===== src/rtl/dragon_health_tracker.sv =====
// Dragon health and life-cycle sequencer: latches spell hits per video frame,
// applies damage, and walks ALIVE -> INVULN / DYING -> DEAD -> respawn.
module dragon_health_tracker #(
  parameter int unsigned MAX_HEALTH     = 5,
  parameter int unsigned INVULN_FRAMES  = 30,
  parameter int unsigned DYING_FRAMES   = 60,
  parameter int unsigned RESPAWN_FRAMES = 120
) (
  input  logic       clk,
  input  logic       resetN,
  input  logic       startOfFrame,
  input  logic       spellHit,
  input  logic       powerUpActive,
  output logic       dragonDead,
  output logic       dragonAlive,
  output logic       dragonFlash,
  output logic [3:0] dragonHealth,
  output logic       hitAck
);

  typedef enum logic [1:0] {ST_ALIVE, ST_INVULN, ST_DYING, ST_DEAD} state_e;

  localparam logic [3:0] HEALTH_FULL = 4'(MAX_HEALTH);
  localparam logic [7:0] INVULN_LAST = 8'(INVULN_FRAMES - 1);
  localparam logic [7:0] DYING_LAST  = 8'(DYING_FRAMES - 1);
  localparam logic [7:0] DEAD_LAST   = 8'(RESPAWN_FRAMES - 1);

  state_e     state_q, state_d;
  logic [7:0] frame_cnt_q, frame_cnt_d;
  logic [3:0] health_q, health_d;
  logic       hit_pending_q, hit_pending_d;
  logic       dead_q, dead_d;
  logic       ack_q, ack_d;
  logic       flash_q, flash_d;
  logic       alive_q, alive_d;
  logic [3:0] damage;
  logic       frame_hit;

  assign damage    = powerUpActive ? 4'd2 : 4'd1;
  assign frame_hit = hit_pending_q | spellHit;

  always_comb begin
    // NOTE: every variable gets a default first so no path leaves it unassigned (no latches).
    state_d       = state_q;
    frame_cnt_d   = frame_cnt_q;
    health_d      = health_q;
    hit_pending_d = 1'b0;
    dead_d        = 1'b0;
    ack_d         = 1'b0;

    unique case (state_q)
      ST_ALIVE: begin
        hit_pending_d = startOfFrame ? 1'b0 : frame_hit;
        if (startOfFrame && frame_hit) begin
          frame_cnt_d = 8'd0;
          if (health_q <= damage) begin
            health_d = 4'd0;
            state_d  = ST_DYING;
            dead_d   = 1'b1;
          end else begin
            health_d = health_q - damage;
            state_d  = ST_INVULN;
            ack_d    = 1'b1;
          end
        end
      end
      ST_INVULN: if (startOfFrame) begin
        if (frame_cnt_q == INVULN_LAST) begin
          state_d     = ST_ALIVE;
          frame_cnt_d = 8'd0;
        end else begin
          frame_cnt_d = frame_cnt_q + 8'd1;
        end
      end
      ST_DYING: if (startOfFrame) begin
        if (frame_cnt_q == DYING_LAST) begin
          state_d     = ST_DEAD;
          frame_cnt_d = 8'd0;
        end else begin
          frame_cnt_d = frame_cnt_q + 8'd1;
        end
      end
      ST_DEAD: if (startOfFrame) begin
        if (frame_cnt_q == DEAD_LAST) begin
          state_d     = ST_ALIVE;
          health_d    = HEALTH_FULL;
          frame_cnt_d = 8'd0;
        end else begin
          frame_cnt_d = frame_cnt_q + 8'd1;
        end
      end
      default: state_d = ST_ALIVE;
    endcase

    // Level outputs follow the next state so they change on the same edge.
    flash_d = (state_d == ST_INVULN) && !frame_cnt_d[2];
    alive_d = (state_d == ST_ALIVE) || (state_d == ST_INVULN);
  end

  always_ff @(posedge clk) begin
    // NOTE: non-blocking assignments so every register samples pre-edge values together.
    if (!resetN) begin
      state_q       <= ST_ALIVE;
      frame_cnt_q   <= 8'd0;
      health_q      <= HEALTH_FULL;
      hit_pending_q <= 1'b0;
      dead_q        <= 1'b0;
      ack_q         <= 1'b0;
      flash_q       <= 1'b0;
      alive_q       <= 1'b1;
    end else begin
      state_q       <= state_d;
      frame_cnt_q   <= frame_cnt_d;
      health_q      <= health_d;
      hit_pending_q <= hit_pending_d;
      dead_q        <= dead_d;
      ack_q         <= ack_d;
      flash_q       <= flash_d;
      alive_q       <= alive_d;
    end
  end

  assign dragonDead   = dead_q;
  assign dragonAlive  = alive_q;
  assign dragonFlash  = flash_q;
  assign dragonHealth = health_q;
  assign hitAck       = ack_q;

endmodule


===== config.mk =====
export PLATFORM = sky130hd
export DESIGN_NAME = dragon_health_tracker
export DESIGN_NICKNAME = d
export VERILOG_FILES = /design/src/rtl/dragon_health_tracker.sv
export SDC_FILE = /design/constraint.sdc
export NUM_CORES = 1
export LEC_CHECK = 0
export ABC_CLOCK_PERIOD_IN_PS = 2500
export CAP_MARGIN = 30
export CELL_PAD_IN_SITES_DETAIL_PLACEMENT = 1
export CELL_PAD_IN_SITES_GLOBAL_PLACEMENT = 1
export CORE_UTILIZATION = 39
export CTS_CLUSTER_SIZE = 20
export DETAILED_ROUTE_END_ITERATION = 10
export PLACE_DENSITY_LB_ADDON = 0.1
export SKIP_LAST_GASP = 1
export SYNTH_ARGS = -nofsm -noshare
export SYNTH_HDL_FRONTEND = slang
export SYNTH_SLANG_ARGS = --single-unit

===== constraint.sdc =====
create_clock -name clk -period 2.5 [get_ports clk]
set_input_delay 0.25 -clock clk [delete_from_list [all_inputs] [get_ports clk]]
set_output_delay 0.25 -clock clk [all_outputs]
set_load 0.01 [all_outputs]

==> CHANGELOG.md, run 1 <==
### Metrics

* Synth Seq Share at 0.3214
* Clock-net power at 156 µW
* Cell total after placement at 169
* Cell type with the largest total area: dfxtp_1
* # diodes at 0
* Reg2Reg Setup Slack at between 0.4 and 0.5 ns
* Status: finished, violations left
* Unrepaired setup endpoints after global routing: no
* Worst Slack Setup Final at roughly 0.32 ns
* Final period util at 0.8726
* Crit path DRT at 2.72 ns
* Max Fclk at about 460 MHz
* Worst vdd ir at 205.5 µV
* Worst setup SP type: input port
* Routed wire length at 2734 µm
* YS chip area at 1184 µm²
* Reg-to-Reg Start: dragonHealth[0]
* Main flop type: dfxtp_1
* Slew Limit Fails at 0
* Top-level I/O count at 13
* Non-Filler Cell Area, Final at 1346 µm²
* Switching share of power at 0.2846
* Core box area at 2805 µm²
* Largest net degree at the start of global routing at 20
* Share of post-route cells with drive strength above 1 at 0.1268
* Hold Path Stages at 2
* Max power group: sequential cells
* Actual slew at the worst max-slew pin at between 0.5 and 0.6 ns
* Seq pwr share at 0.548
* Fin cells at 173
* Worst Hold Class: register to register
* Total power at about 600 µW
* Final Critical Period at 2.182 ns
* Max-area cell share at 0.3214
* Vias per cell at 5.757
* GRT overflow at 0
* Number of global-route vias before repair at 980
* Most frequent cells in the layout: 19 x dfxtp_1, 12 x nand2_1, 12 x clkdlybuf4s50_1
* Synth unique cells at 56
* First-pass GRT wire length at 4533 µm
* Area grow syn2layout at 13.74%
* Comb pwr at 117 µW
* DRC at 4
* Die area at 3259 µm²
* Log Warnings at 27
* Crit path from: powerUpActive
* Dpl cell area at 1320 µm²
* R2r endpoint: dragonFlash
* Die Y at 57.09 µm
* CTS tree: yes
* Final layout net count at 153
* Place WS at 0.04689 ns
* Delay-heaviest family, CP: AND-OR/OR-AND gates
* Post-Route Utilization at 0.4799
* TritonRoute pass-1 iters at 6
* Clock Power Share at 0.258
* Met3 usage at 0.02721
* H-tree levels at 1
* Met1 global-route usage at 0.2472
* Synth flops at 19
* CTS resizes at 0
* Crit Path Class: input port to register
* MaxCap Viol Count at 0
* Hold_buf cts at 0
* Initial antenna violation count at 0
* Dominant logic cell type in the layout: dfxtp_1
* Critical Path Slowest Stage Cell: clkdlybuf4s50_1
* CP Max Fanout at 3
* Rows at 19
* Final Setup Violations at 0
* EDFF count, synth at 0
* Post-synth area hogs: dfxtp_1 32%, ha_1 4.2%, nand2_1 3.8%
* Post-Syn Nets at 139
* Root buffer cell: clkbuf_4
* Synthesized area at 1184 µm²
* Routed Antenna Nets at 0
* Via count at roughly 1000
* Failing checks: design-rule violations
* Yosys cell count at 129
* Routing usage on met2 at 0.2891
* Cts bufs inserted at 3
* Post-synth ARST share at 0
* Cells after synthesis at ~130
* Starting density of the core at 0.4219
* GRT Overall Usage at 0.1773
* Sequential cell area at 380.4 µm²
* Gate Area at 728.2 µm²
* Power Density at 448.1 nW/µm²
* Worst slew margin at 0.6450
* R2R cell count at 8
* Mapped Avg Cell Area at just over 9 µm²
* Worst hold start: dragonHealth[0]
* P_seq at 331 µW
* Dpl hpwl at 2042 µm
* Hold_ws at 0.5195 ns
* CP Buf/Inv Count at 2
* Switching power at 171.7 µW
* Clk buf depth at 2
-- run 1: state kept, by name (all words and copies together), names as in the netlist --
register and flops:
hit_pending_q 1, dragonFlash 1, hitAck 1, frame_cnt_q 8
dragonHealth 4, state_q 2, dragonDead 1, dragonAlive 1
-- run 1: cell usage after synthesis, drive strengths merged, types with 2 or more instances --
| library cell | instances |
|---|---|
| and2 | 3 |
| nand4 | 4 |
| inv | 8 |
| o21ai | 6 |
| buf | 4 |
| nor3 | 4 |
| nor3b | 3 |
| nand4b | 2 |
| nor4b | 3 |
| dfxtp | 19 |
| nand3b | 4 |
| a31oi | 2 |
| nor4bb | 2 |
| mux2i | 2 |
| ha | 4 |
| xnor2 | 2 |
| clkbuf | 2 |
| a21boi | 2 |
| nand2 | 12 |
| nor2 | 8 |
| nor4 | 2 |
| nor2b | 2 |
| nand3 | 3 |
| a21oi | 5 |
-- run 1: worst reg2reg max path, delay by kind of cell, from the launching register on --
family / cells / cell delay [ns]
compound gates: 3 / 0.73
fa+ha+maj: 2 / 0.61
flops: 1 / 0.36
simple gates: 2 / 0.25
buf+inv: 1 / 0.05
-- run 1: layer usage --
metal,wire (µm),up-vias
met5,0,-
met4,12,0
met3,48,2
met2,1274,7
met1,1398,488
li1,-,499
-- run 1: area by class of cell --
class,instances,share of cell area
Multi-Input combinational cell,96,0.5409
Sequential cell,19,0.2825
Timing Repair Buffer,15,0.1059
Tap cell,31,0.02881
Inverter,8,0.02230
Clock buffer,4,0.01952
-- run 1: logic make-up after synthesis --
group                      synth area share
xor gates and xnor gates            0.02220
DFF                                  0.3213
adders and majority gates           0.05920
muxes                               0.01691
AOI/OAI and AO/OA                    0.1998
and+or+nand+nor                      0.3171
buffers and inverters               0.06342
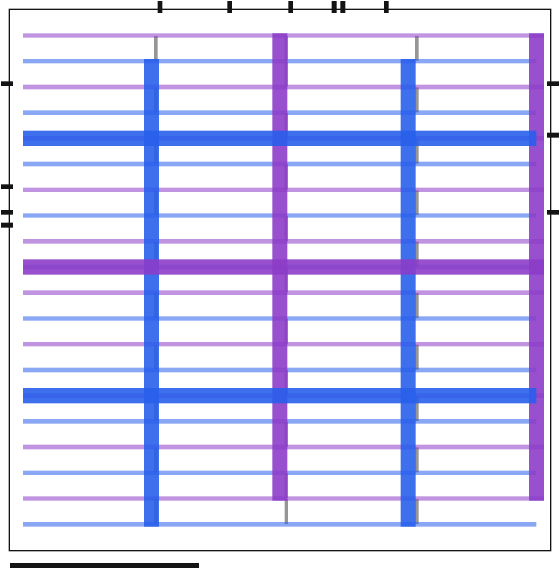
Run 1: floorplan with the power grid
The bar under the picture is 20 µm long. Pins as bars on the die edge. Tap cells in gray.
Blue shows VSS. Purple shows VDD.
4 straps on met4. 31 tap cells. The core has 19 rows.

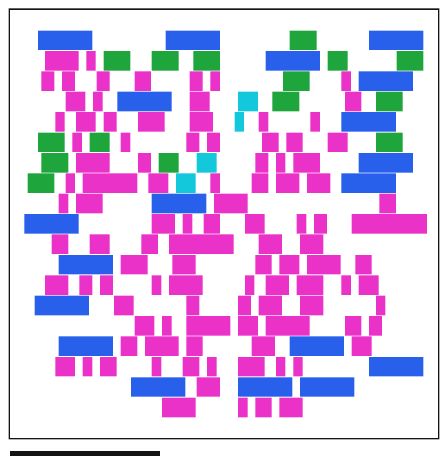
Run 1: placed cells, one color a class
The bar under the picture is 20 µm long.
Blue shows sequential cells, cells 19, share of their area 29%. Magenta shows combinational and other logic, cells 104, share of their area 58%. Cyan shows clock drivers and dummy loads, cells 4, share of their area 2.0%. Green shows remaining buffers and delay cells, cells 15, share of their area 11%.

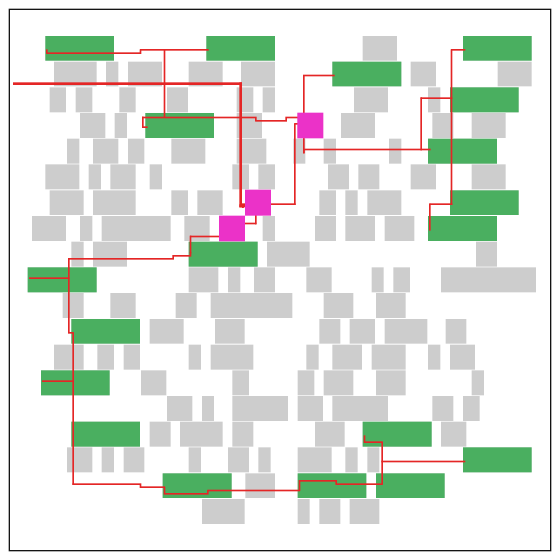
Run 1: clock network drawn from the DEF
Green shows flip-flops, count 19. Magenta shows clock drivers, count 3. Red shows clock wires, length 258 µm.
Position of the flops: all over the die. There are 4 routed clock nets.

==> inputs of run 2 (changes only) <==
ABC_CLOCK_PERIOD_IN_PS = unset   (was 2500)
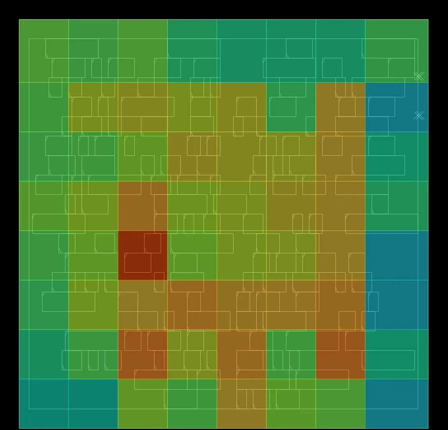
Run 2: routing congestion
met1 global-route usage: 0.2472
DR WL/cell: 15.80 µm
GRT Overall Usage: 0.1773
routing usage on met2: 0.2891

==> CHANGELOG.md, run 2 <==
### Metrics

* Cell with the most instances after synthesis: dfxtp_1
* Area grow syn2layout at 13.74% (unchanged)
* R2R cell count at 8 (unchanged)
* TritonRoute pass-1 iters at 6 (unchanged)
* Clock Power Share at 0.258 (about the same)
* Rows at 19 (unchanged)
* Worst setup SP type: input port
* Die Y at 57.09 µm (unchanged)
* Signal buffers at 15 (unchanged)
* Power Density at 448.1 nW/µm² (unchanged)
* Die area at 3259 µm² (unchanged)
* Hold_buf cts at 0 (unchanged)
* CP Max Fanout at 3 (unchanged)
* Core box area at 2805 µm² (unchanged)
* Post-Syn Nets at 139 (unchanged)
* Sequential cell count at 19 (unchanged)
* Log Warnings at 27 (unchanged)
* Synth Seq Share at 0.3214 (unchanged)
* Synthesized area at 1184 µm² (unchanged)
* Largest net degree at the start of global routing at 20 (unchanged)
* 1st-iter DRT viols at 30
* Routed Antenna Nets at 0 (unchanged)
* CTS tree: yes
* Crit path DRT at 2.72 ns (about the same)
* Most frequent cells in the layout: 19 x dfxtp_1, 12 x nand2_1, 12 x clkdlybuf4s50_1
* YS chip area at 1184 µm² (unchanged)
* Share of post-route cells with drive strength above 1 at 0.1268 (unchanged)
* Hold Path Stages at 2 (unchanged)
* Clock buffers at 4 (unchanged)
* Non-clk invs at 8 (unchanged)
* Multi-input gates at 96 (unchanged)
* Cts bufs inserted at 3 (unchanged)
* Reg-to-Reg Start: dragonHealth[0]
* NonClk Buf Share at 0.1059 (unchanged)
* R2r endpoint: dragonFlash
* First-pass GRT wire length at 4533 µm (unchanged)
* Ao+oa area frac at 0.1998 (unchanged)
* Final Critical Period at 2.182 ns (unchanged)
* Commonest cells post-synth: 19 x dfxtp_1, 12 x nand2_1, 8 x inv_1, 6 x nor2_1
* Sequential portion of the cell area at 0.2825 (unchanged)
* Final Setup Violations at 0 (unchanged)
* Xor/xnor share of the synthesized area at 0.02220 (unchanged)
* # diodes at 0 (unchanged)
* Switching share of power at 0.2846 (unchanged)
* Crit Path Class: input port to register
* Final period util at 0.8726 (unchanged)
* MaxCap Viol Count at 0 (unchanged)
* Switching power at 171.7 µW (unchanged)
* Place WS at 0.04689 ns (unchanged)
* Via count at 996 (unchanged)
* Slew Limit Fails at 0 (unchanged)
* And+or+nand+nor area frac at 0.3171 (unchanged)
* H-tree levels at 1 (unchanged)
* Unrepaired setup endpoints after global routing: no
* Worst slew margin at 0.6450 (unchanged)
* Initial antenna violation count at 0 (unchanged)
* Yosys adder share at 0.05920 (unchanged)
* Number of flip-flops under the largest register name at 8 (unchanged)
* Mapped Avg Cell Area at 9.175 µm² (unchanged)
* Worst hold start: dragonHealth[0]
* Most flops, register: frame_cnt_q
* Total power at 603.2 µW (unchanged)
* EDFF count, synth at 0 (unchanged)
* DRC at 4 (unchanged)
* Seq pwr share at 0.548 (about the same)
* Number of global-route vias before repair at 980 (unchanged)
* Root buffer cell: clkbuf_4
* Dominant logic cell type in the layout: dfxtp_1
* Max-area cell share at 0.3214 (unchanged)
* Sequential cell area at 380.4 µm² (unchanged)
* Cell type with the largest total area: dfxtp_1
* Top logic family: simple AND/OR/NAND/NOR gates
* Worst Slack Setup Final at 0.3184 ns (unchanged)
* CTS resizes at 0 (unchanged)
* Delay-heaviest family, CP: AND-OR/OR-AND gates
* Multiplexer share at 0.01691 (unchanged)
* Reg2Reg Setup Slack at 0.43 ns (about the same)
* Main flop type: dfxtp_1
* Worst Hold Class: register to register
* # Taps at 31 (unchanged)
* Failing checks: design-rule violations
* Largest class: multi-input combinational cells
* Yosys cell count at 129 (unchanged)
* Dpl cell area at 1320 µm² (unchanged)
* Combinational power share at 0.194
* GRT overflow at 0 (unchanged)
* Dpl hpwl at 2042 µm (unchanged)
* Status: finished, violations left
* Post-synth area hogs: dfxtp_1 32%, ha_1 4.2%, nand2_1 3.8%
* Starting density of the core at 0.4219 (unchanged)
* Gate Area at 728.2 µm² (unchanged)
* Combinational share of cell area at 0.5409 (unchanged)
* Post-synth ARST share at 0 (unchanged)
* CP Buf/Inv Count at 2 (unchanged)
* Synth unique cells at 56 (unchanged)
* Cells after synthesis at 129 (unchanged)
* Routed wire length at 2734 µm (unchanged)
* Vias per cell at 5.757 (unchanged)
* Critical Path Slowest Stage Cell: clkdlybuf4s50_1
* Clock-cell share at 0.01952 (unchanged)
==> run 2: cell counts after synthesis <==
No cell type changed its count.
==> run 2: logic make-up (layout without fill, tap and decap cells) <==
family / after synthesis / count (layout)
AND/OR/NAND/NOR: 57 / 57
AND-OR/OR-AND: 29 / 29
flip-flops: 19 / 19
buffers and inverters: 14 / 27
adder cells (fa/ha/maj): 5 / 5
XOR/XNOR: 3 / 3
multiplexers: 2 / 2
==> run 2: power groups by stage <==
stage / sequential (µW) / combinational [µW] / clock, µW
2_1_floorplan: 334 / 79.3 / 0
3_3_place_gp: 337 / 117 / 0
3_5_place_dp: 338 / 118 / 0
4_1_cts: 331 / 119 / 168
5_1_grt: 333 / 130 / 178
6_report: 331 / 117 / 156
==> run 2: routing by layer <==
| layer | vias to the layer above | share of wire | GRT usage |
|---|---|---|---|
| met5 | - | 0 | 0 |
| met4 | 0 | 0.0044 | 0.04181 |
| met3 | 2 | 0.018 | 0.02721 |
| met2 | 7 | 0.47 | 0.2891 |
| met1 | 488 | 0.51 | 0.2472 |
| li1 | 499 | - | - |
==> run 2: worst max path at each step <==
stage	startpoint	to	slack, ns	depth (start not counted)
finish	powerUpActive	dragonFlash	0.32	9
global route	powerUpActive	dragonFlash	0.17	9
CTS	powerUpActive	dragonFlash	0.33	9
detailed placement	powerUpActive	dragonFlash	0.05	9
global placement	powerUpActive	dragonFlash	0.10	9
floorplan	dragonHealth[0]	dragonFlash	0.54	8
==> run 2: through the flow <==
| stage | hold slack, ns | cells | utilization |
|---|---|---|---|
| after floorplan | 0.4648 | 129 | - |
| after global placement | 0.4953 | 169 | 0.4706 |
| after detailed placement | 0.4938 | 169 | 0.4706 |
| after CTS | 0.5292 | 173 | 0.4799 |
| after global routing | 0.5599 | 173 | 0.4799 |
| final | 0.5195 | 173 | 0.4799 |
==> inputs of run 3 (changes only) <==
CTS_CLUSTER_DIAMETER = 150   (was unset)
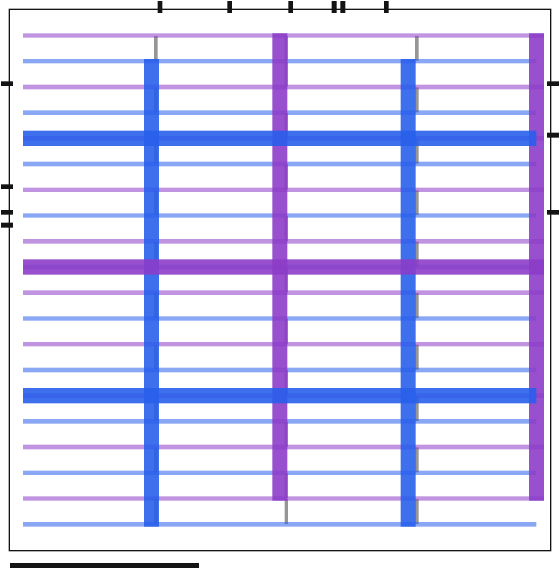
Run 3: floorplan with the power grid
The bar under the picture is 20 µm long. Pins as bars on the die edge. Tap cells in gray.
Purple shows VDD. Blue shows VSS.
13 signal pins sit on the boundary. 4 straps on met4. The core has 19 rows.

==> CHANGELOG.md, run 3 <==
### Metrics

* Status: finished, violations left
* Failing checks: design-rule violations
* Yosys cell count at 129 (unchanged)
* Final Setup Violations at 0 (unchanged)
* Post-Route Utilization at 0.4799 (unchanged)
* Share of post-route cells with drive strength above 1 at 0.1268 (unchanged)
* Crit path DRT at 2.72 ns (about the same)
* Slew Limit Fails at 0 (unchanged)
* Critical Path Slowest Stage Cell: clkdlybuf4s50_1
* Die area at 3259 µm² (unchanged)
* Cts bufs inserted at 3 (unchanged)
* TritonRoute pass-1 iters at 6 (unchanged)
* Cell total after placement at 169 (unchanged)
* Cell with the most instances after synthesis: dfxtp_1
* Final Critical Period at 2.182 ns (unchanged)
* R2R cell count at 8 (unchanged)
* Max-area cell share at 0.3214 (unchanged)
* CP Max Fanout at 3 (unchanged)
* Starting density of the core at 0.4219 (unchanged)
* Total power at 603.2 µW (unchanged)
* Synth unique cells at 56 (unchanged)
* Commonest cells post-synth: 19 x dfxtp_1, 12 x nand2_1, 8 x inv_1, 6 x nor2_1
* Cell type with the largest total area: dfxtp_1
* 1st-iter DRT viols at 30 (unchanged)
* Worst slew margin at 0.6450 (unchanged)
* # diodes at 0 (unchanged)
* Vias per cell at 5.757 (unchanged)
* Log Warnings at 27 (unchanged)
* Fin cells at 173 (unchanged)
* Die Y at 57.09 µm (unchanged)
* Main flop type: dfxtp_1
* Post-synth ARST share at 0 (unchanged)
* Most frequent cells in the layout: 19 x dfxtp_1, 12 x nand2_1, 12 x clkdlybuf4s50_1
* Hold_ws at 0.5195 ns (unchanged)
* First-pass GRT wire length at 4533 µm (unchanged)
* Area grow syn2layout at 13.74% (unchanged)
* Unrepaired setup endpoints after global routing: no
* GRT overflow at 0 (unchanged)
* H-tree levels at 1 (unchanged)
* YS chip area at 1184 µm² (unchanged)
* GRT Overall Usage at 0.1773 (unchanged)
* Post-synth area hogs: dfxtp_1 32%, ha_1 4.2%, nand2_1 3.8%
* EDFF count, synth at 0 (unchanged)
* Worst setup SP type: input port
* Cells after synthesis at 129 (unchanged)
* Dpl cell area at 1320 µm² (unchanged)
* Worst Slack Setup Final at 0.3184 ns (unchanged)
* CTS tree: yes
* WP depth at 9 (unchanged)
* Dominant logic cell type in the layout: dfxtp_1
* Via count at 996 (unchanged)
* Hold_buf cts at 0 (unchanged)
* Synth Seq Share at 0.3214 (unchanged)
* Number of global-route vias before repair at 980 (unchanged)
* Delay-heaviest family, CP: AND-OR/OR-AND gates
* DRC at 4 (unchanged)
* Rows at 19 (unchanged)
* Root buffer cell: clkbuf_4
* Hold Path Stages at 2 (unchanged)
* Routed Antenna Nets at 0 (unchanged)
* Most flops, register: frame_cnt_q
[run 3: kinds of logic after synthesis]
group,after synthesis,share of synthesized area
AND-OR/OR-AND,29,0.1998
buffers and inverters,14,0.06342
AND/OR/NAND/NOR,57,0.3171
flip-flops,19,0.3213
adder cells (fa/ha/maj),5,0.05920
multiplexers,2,0.01691
XOR/XNOR,3,0.02220
[run 3: per-layer routing]
metal	global-route usage	part of all wire
met5	0	0
met4	0.04181	0.0044
met3	0.02721	0.018
met2	0.2891	0.47
met1	0.2472	0.51
[run 3: final timing paths]
check                     to  slack, ns       startpoint
min          dragonHealth[0]       0.52  dragonHealth[0]
min reg2reg  dragonHealth[0]       0.52  dragonHealth[0]
max reg2reg      dragonFlash       0.43  dragonHealth[0]
max              dragonFlash       0.32    powerUpActive
[run 3: cell type report]
type | instances | area share
repair buffers | 15 | 0.1059
multi-input cells | 96 | 0.5409
inverters | 8 | 0.02230
flip-flops and latches | 19 | 0.2825
clock buffers | 4 | 0.01952
well taps | 31 | 0.02881
[run 3: power groups by stage]
stage	Sequential (µW)	Clock [µW]	Combinational (µW)
2_1_floorplan	334	0	79.3
3_3_place_gp	337	0	117
3_5_place_dp	338	0	118
4_1_cts	331	168	119
5_1_grt	333	178	130
6_report	331	156	117
[run 3: worst register-to-register path, cell delays in order, from the launching register on]
cell     delay [ns]
dfxtp_1        0.36
inv_1          0.05
ha_1           0.20
fa_1           0.41
a21oi_1        0.22
nor3_2         0.08
o32ai_1        0.29
a41o_1         0.22
nor3b_1        0.17
Power and IR drop assume default switching activity.
